==> config.mk <==
export PLATFORM = sky130hd
export DESIGN_NAME = doorbell_rx
export DESIGN_NICKNAME = d
export VERILOG_FILES = /design/src/rtl/nvme_pcie_pkg.sv /design/src/rtl/doorbell_regs.sv /design/src/rtl/doorbell_rx.sv
export SDC_FILE = /design/constraint.sdc
export NUM_CORES = 1
export LEC_CHECK = 0
export CORE_AREA = 2 2 205 207
export DETAILED_ROUTE_END_ITERATION = 10
export DIE_AREA = 0 0 207 209
export GPL_TIMING_DRIVEN = 0
export PLACE_DENSITY_LB_ADDON = 0.15
export SKIP_LAST_GASP = 1
export SLEW_MARGIN = 40
export SYNTH_ARGS = -nofsm -noshare
export SYNTH_HDL_FRONTEND = slang
export SYNTH_SLANG_ARGS = --single-unit
==> constraint.sdc <==
create_clock -name user_clk -period 4.5 [get_ports user_clk]
set_input_delay 0.9 -clock user_clk [delete_from_list [all_inputs] [get_ports user_clk]]
set_output_delay 0.9 -clock user_clk [all_outputs]
set_load 0.01 [all_outputs]
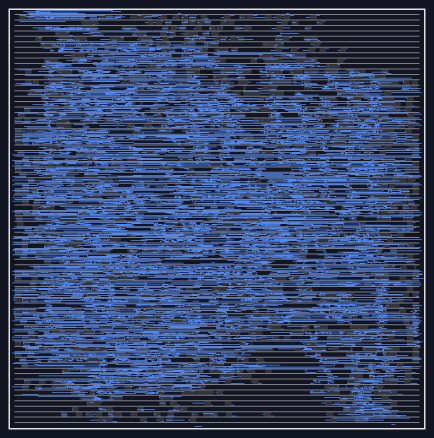
*Metal 1*
Drawn at 2 px/µm. Supply wires on this layer in gray.
nets with wire on the layer: 1876
main direction: horizontal
wire length on this layer: 30.4 mm
share of all routed wire: 42%
met1 Usage GRT: 0.4304
total number of vias: 15390

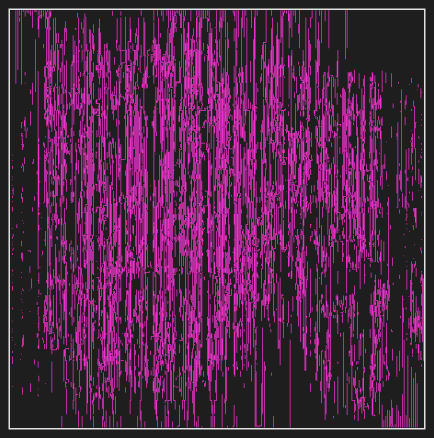
*Signal wires on met2*
Drawn at 2 px/µm.
main direction: vertical
wire length on this layer: 31.2 mm
nets with wire on the layer: 1781
longest straight run: 98.9 µm
final WL: 72540 µm
GR Util met2: 0.4855

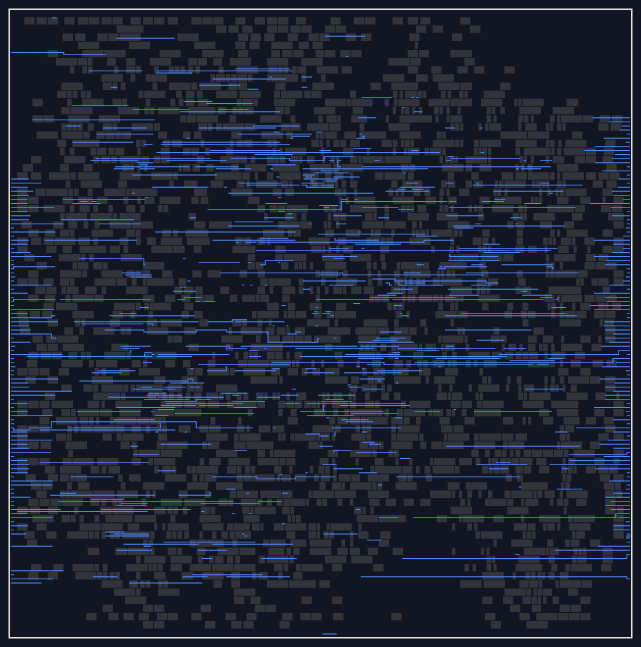
*M3 wires*
Drawn at 3 px/µm.
nets with wire on the layer: 469
main direction: horizontal
share of all routed wire: 9.6%
longest straight run: 94.1 µm
met3 Track Usage GR: 0.07484

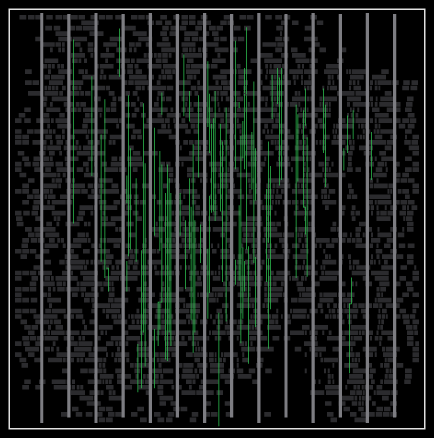
*Metal 4*
Drawn at 2 px/µm. Supply wires on this layer in gray.
longest straight run: 114 µm
nets with wire on the layer: 66
main direction: vertical
share of all routed wire: 5.4%

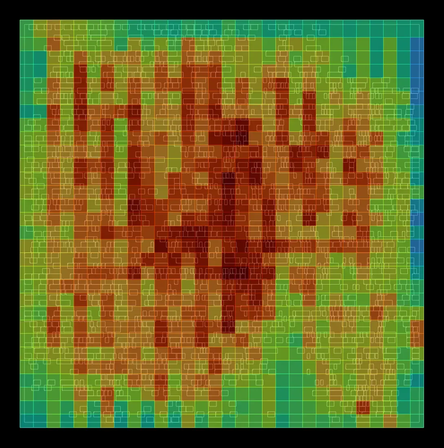
*Track usage over the die*
Final Util: 0.4799
per-cell routed wire length: 28.16 µm

==> results.sh <==
# source this file to load flow results
export IMPL_finalNonFillerCells=2576
export IMPL_warning_count=208
export IMPL_status="complete, no violations"
export IMPL_ys_area_um2=14460
export IMPL_cpPeakStageDelay_ps=460
export IMPL_setup_ws_ps=284.5
export IMPL_cts_root_buffer="clkbuf_16"
export IMPL_synth_seq_cells=306
export IMPL_p_seq_frac=0.454
export IMPL_boundaryPins=523
export IMPL_die_x_um=207
export IMPL_postSynthAreaPerCell_um2=8.846
export IMPL_layout_min_cycle_time_ps=4216
export IMPL_busiest_layer="met2"
export IMPL_ir_worst_vdd_uv=220.3
export IMPL_clkbuf_count=50
export IMPL_p_seq_w=0.00271
export IMPL_clockNetworkAreaShare=0.05815
export IMPL_comb_share=0.3776
export IMPL_drive_gt1_frac=0.1433
export IMPL_nNonClkBuffers=514
export IMPL_cp_required_ps=4870
export IMPL_cts_sinks=306
export IMPL_tapCellCount=539
export IMPL_power_switching_w=0.001408
